==> src/rtl/rr_grant_ctrl_4.sv <==
`default_nettype none
// ============================================================================
// Module   : rr_grant_ctrl_4
// Brief    : Four-requester round-robin arbiter with hold-until-release and a
//            bounded-hold preemption timer. Registered grant index, one-hot
//            grant decode and a one-cycle preemption pulse.
// Revision : 1.0 - initial release
// ============================================================================
module rr_grant_ctrl_4 #(
    parameter int MAX_HOLD = 4,
    parameter int CNT_W    = 8
) (
    input  logic       clk,
    input  logic       rst_n,
    input  logic [3:0] req,
    output logic       gnt_valid,
    output logic [1:0] gnt_idx,
    output logic [3:0] gnt,
    output logic       preempt
);

    typedef enum logic [0:0] {
        ST_IDLE  = 1'b0,
        ST_GRANT = 1'b1
    } state_t;

    localparam logic [CNT_W-1:0] c_max_hold = CNT_W'(MAX_HOLD);
    localparam logic [CNT_W-1:0] c_one      = CNT_W'(1);

    state_t           r_state;
    logic [1:0]       r_ptr;
    logic [CNT_W-1:0] r_hold_cnt;
    logic             r_gnt_valid;
    logic [1:0]       r_gnt_idx;
    logic [3:0]       r_gnt;
    logic             r_preempt;

    state_t           w_state_nxt;
    logic [1:0]       w_ptr_nxt;
    logic [CNT_W-1:0] w_hold_nxt;
    logic             w_valid_nxt;
    logic [1:0]       w_idx_nxt;
    logic             w_preempt_nxt;

    logic [1:0]       w_win_idx;
    logic             w_win_found;
    logic [1:0]       w_cand;
    logic [3:0]       w_owner_mask;
    logic             w_owner_req;
    logic             w_others;

    // Round-robin scan: ptr+1, ptr+2, ptr+3, then ptr itself last.
    always_comb begin
        w_win_idx   = 2'b00;
        w_win_found = 1'b0;
        w_cand      = 2'b00;
        for (int k = 1; k <= 4; k++) begin
            w_cand = r_ptr + k[1:0];
            if (!w_win_found && req[w_cand]) begin
                w_win_idx   = w_cand;
                w_win_found = 1'b1;
            end
        end
    end

    // Owner's own request and whether anyone else is waiting.
    always_comb begin
        w_owner_mask = 4'b0001 << r_gnt_idx;
        w_owner_req  = req[r_gnt_idx];
        w_others     = |(req & ~w_owner_mask);
    end

    // Next-state and next-output decision for the arbiter.
    always_comb begin
        w_state_nxt   = r_state;
        w_ptr_nxt     = r_ptr;
        w_hold_nxt    = r_hold_cnt;
        w_valid_nxt   = r_gnt_valid;
        w_idx_nxt     = r_gnt_idx;
        w_preempt_nxt = 1'b0;
        case (r_state)
            ST_IDLE: begin
                if (w_win_found) begin
                    w_state_nxt = ST_GRANT;
                    w_valid_nxt = 1'b1;
                    w_idx_nxt   = w_win_idx;
                    w_ptr_nxt   = w_win_idx;
                    w_hold_nxt  = c_one;
                end
            end
            ST_GRANT: begin
                if (!w_owner_req) begin
                    if (w_others) begin
                        // Hand over on the same edge so there is no idle bubble.
                        w_idx_nxt  = w_win_idx;
                        w_ptr_nxt  = w_win_idx;
                        w_hold_nxt = c_one;
                    end else begin
                        w_state_nxt = ST_IDLE;
                        w_valid_nxt = 1'b0;
                        w_hold_nxt  = '0;
                    end
                end else if ((r_hold_cnt >= c_max_hold) && w_others) begin
                    // ptr equals the owner, so the scan reaches it last and
                    // another pending requester always wins here.
                    w_idx_nxt     = w_win_idx;
                    w_ptr_nxt     = w_win_idx;
                    w_hold_nxt    = c_one;
                    w_preempt_nxt = 1'b1;
                end else if (r_hold_cnt < c_max_hold) begin
                    w_hold_nxt = r_hold_cnt + c_one;
                end
            end
            default: begin
                w_state_nxt = ST_IDLE;
                w_valid_nxt = 1'b0;
            end
        endcase
    end

    // State and registered outputs; ptr resets to 3 so requester 0 is first.
    always_ff @(posedge clk or negedge rst_n) begin
        if (!rst_n) begin
            r_state     <= ST_IDLE;
            r_ptr       <= 2'b11;
            r_hold_cnt  <= '0;
            r_gnt_valid <= 1'b0;
            r_gnt_idx   <= 2'b00;
            r_gnt       <= 4'b0000;
            r_preempt   <= 1'b0;
        end else begin
            r_state     <= w_state_nxt;
            r_ptr       <= w_ptr_nxt;
            r_hold_cnt  <= w_hold_nxt;
            r_gnt_valid <= w_valid_nxt;
            r_gnt_idx   <= w_idx_nxt;
            r_gnt       <= w_valid_nxt ? (4'b0001 << w_idx_nxt) : 4'b0000;
            r_preempt   <= w_preempt_nxt;
        end
    end

    assign gnt_valid = r_gnt_valid;
    assign gnt_idx   = r_gnt_idx;
    assign gnt       = r_gnt;
    assign preempt   = r_preempt;

endmodule
`default_nettype wire

==> config.mk <==
export PLATFORM = sky130hd
export DESIGN_NAME = rr_grant_ctrl_4
export DESIGN_NICKNAME = d
export VERILOG_FILES = /design/src/rtl/rr_grant_ctrl_4.sv
export SDC_FILE = /design/constraint.sdc
export NUM_CORES = 1
export LEC_CHECK = 0
export CORE_UTILIZATION = 55
export CTS_CLUSTER_DIAMETER = 120
export CTS_CLUSTER_SIZE = 8
export DETAILED_ROUTE_END_ITERATION = 12
export PLACE_DENSITY_LB_ADDON = 0.1
export SETUP_SLACK_MARGIN = 0.5
export SLEW_MARGIN = 20
export SYNTH_ARGS = -nofsm -noshare
export SYNTH_HDL_FRONTEND = slang
export SYNTH_SLANG_ARGS = --single-unit
==> constraint.sdc <==
create_clock -name clk -period 5.79 [get_ports clk]
set_clock_uncertainty 0.15 [all_clocks]
set_input_delay 0.579 -clock clk [delete_from_list [all_inputs] [get_ports clk]]
set_output_delay 0.579 -clock clk [all_outputs]
set_load 0.01 [all_outputs]
Fig. 1: floorplan with the power grid
Pins as bars on the die edge. Tap cells in gray.
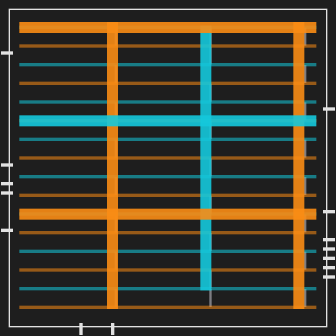
- orange: VSS
- cyan: VDD
- rows: 15
- met4 straps: 3
- tap cells: 25
- met5 straps: 3
die outline width: 46.1 um
Core Region: 1760 um^2
Die Ht: 46.1 um
VDD IR max: 0.367 mV

Fig. 2: cells colored by class
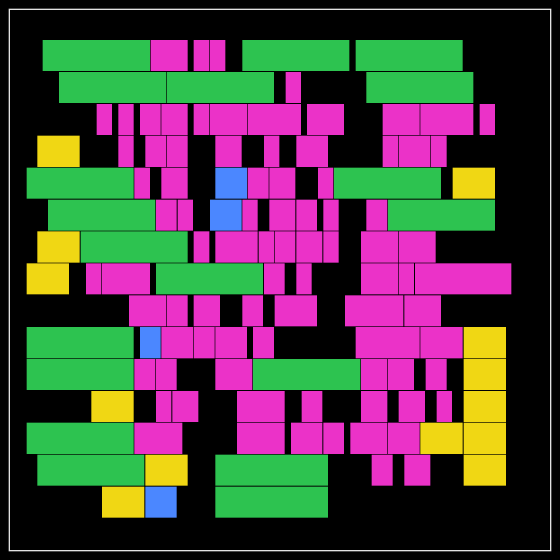
- magenta: all other logic (cells 85)
- yellow: other buffers and delay cells (cells 13)
- green: flip-flops (cells 19)
- blue: clock drivers and dummy loads (cells 4)
fin util: 69.5%
post-route cell area: 1230 um^2
FP Rows: 15

==> qor.csv <==
stage,metric,value,unit
logic_synthesis,mux_share,7.74,%
logic_synthesis,ys_cells,108,
logic_synthesis,top_cells_by_count,"17 x dfrtp_1, 12 x nor2_1, 10 x a21oi_1, 7 x inv_1",
clock_tree,cts_max_path_buffers,2,
logic_synthesis,top_cell,dfrtp_1,
pwr,p_switching,0.229,mW
finish,buffers,13,
finish,buffer_area_share,10.6,%
finish,inv_count,8,
finish,largest_reg_flops,8,
pwr,powerDensity,463,nW/um^2
finish,regMostFlops,r_hold_cnt,
place,pre_cts_ws,2.76,ns
place,hpwlAfterDp,1500,um
clock_tree,htree_num_levels,1,
finish,regArea,478,um^2
drt,drt-met1-wl,1100,um
sta,report.final.hold_viol_count,0,
die,floorplan.core_util,60.5,%
finish,syn_to_final_growth,14.9,%
pwr,p_comb_share,48.6,%
pwr,p_leak,0.511,nW
run,drv_cap,0,
drt,drt_iter0_markers,33,
drt,ant_nets,0,
sta,fin_setup_tns,0,ns
pwr,maxPowerGroup,combinational logic,
worst_setup_path,slowest_stage,clkdlybuf4s50_1,
logic_synthesis,edf_count,0,
logic_synthesis,ys_seq_elements,19,
logic_synthesis,netlist_instances,108,
global_route,antenna_found_initial,0,
place,io_buffers,13,
clock_tree,cts.repair.resized,0,
status,status,"complete, no violations",
min_path,worstHoldStart,r_hold_cnt[7]$_DFFE_PN0P_,
global_route,grt_max_degree,20,
finish,final_cells,146,
clock_tree,cts.sinks,19,
run,tool_warnings,28,
worst_setup_path,crit_cells,6,
worst_setup_path,worst-path-buf-inv,1,
logic_synthesis,compound_area_share,18.4,%
drt,dr.pass1.iters,4,
clock_tree,clkLatencyLatePin,0.30,ns
worst_setup_path,ff2ff_path_depth,5,
sta,finalClockPeriodUsage,47.6,%
sta,slew_viol_final,0,
worst_setup_path,worstPathArrival,2.83,ns
logic_synthesis,async_flop_share,100,%
clock_tree,postCtsHoldBufs,0,
clock_tree,cts-root-buf,clkbuf_4,
global_route,grt_pass1_wl,3530,um
finish,clock_area_share,2.24,%
worst_setup_path,r2r_slack,3.28,ns
finish,nClkBuffers,3,
pwr,pg_comb,0.276,mW
clock_tree,post-cts-setup-buffer-count,0,
die,io_pins,14,
logic_synthesis,ys_sh_simple,20.2,%
min_path,worstHoldEndpoint,r_hold_cnt[7]$_DFFE_PN0P_,
finish,sh_seq_area,39.0,%
Fig. 3: routed clock nets over the placement
Bar = 10 um.
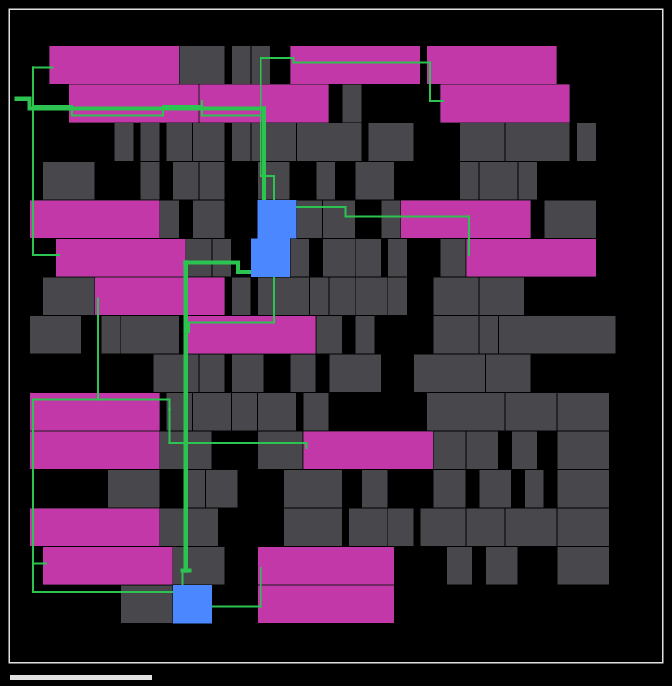
- blue: cells driving clock nets (count 3)
- magenta: flip-flops (count 19)
- green: clock wires (length 222 um)
- routed clock nets: 4
clock network fraction of total power: 11.9%
Power Clock: 0.0673 mW

Fig. 4: metal layers overlaid
Bar = 10 um.
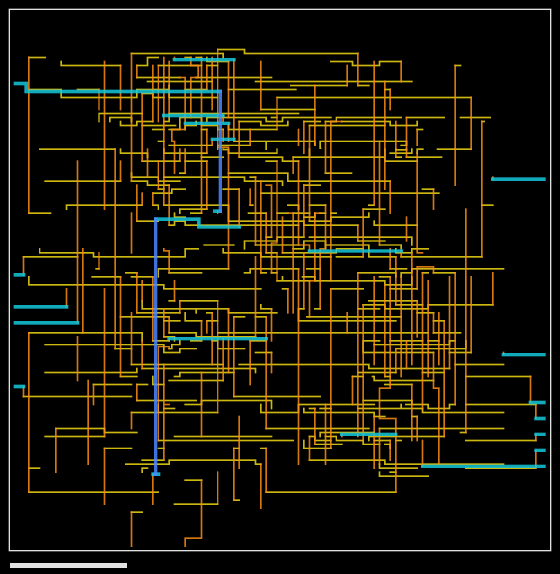
- cyan: met3 (wire length 95.2 um)
- yellow: met1 (wire length 1100 um)
- blue: met4 (wire length 32.0 um)
- orange: met2 (wire length 904 um)
WL per Instance: 14.6 um
total wire length: 2130 um
Tot GR Track Use: 23.8%
via count: 864

Power and IR drop assume default switching activity.
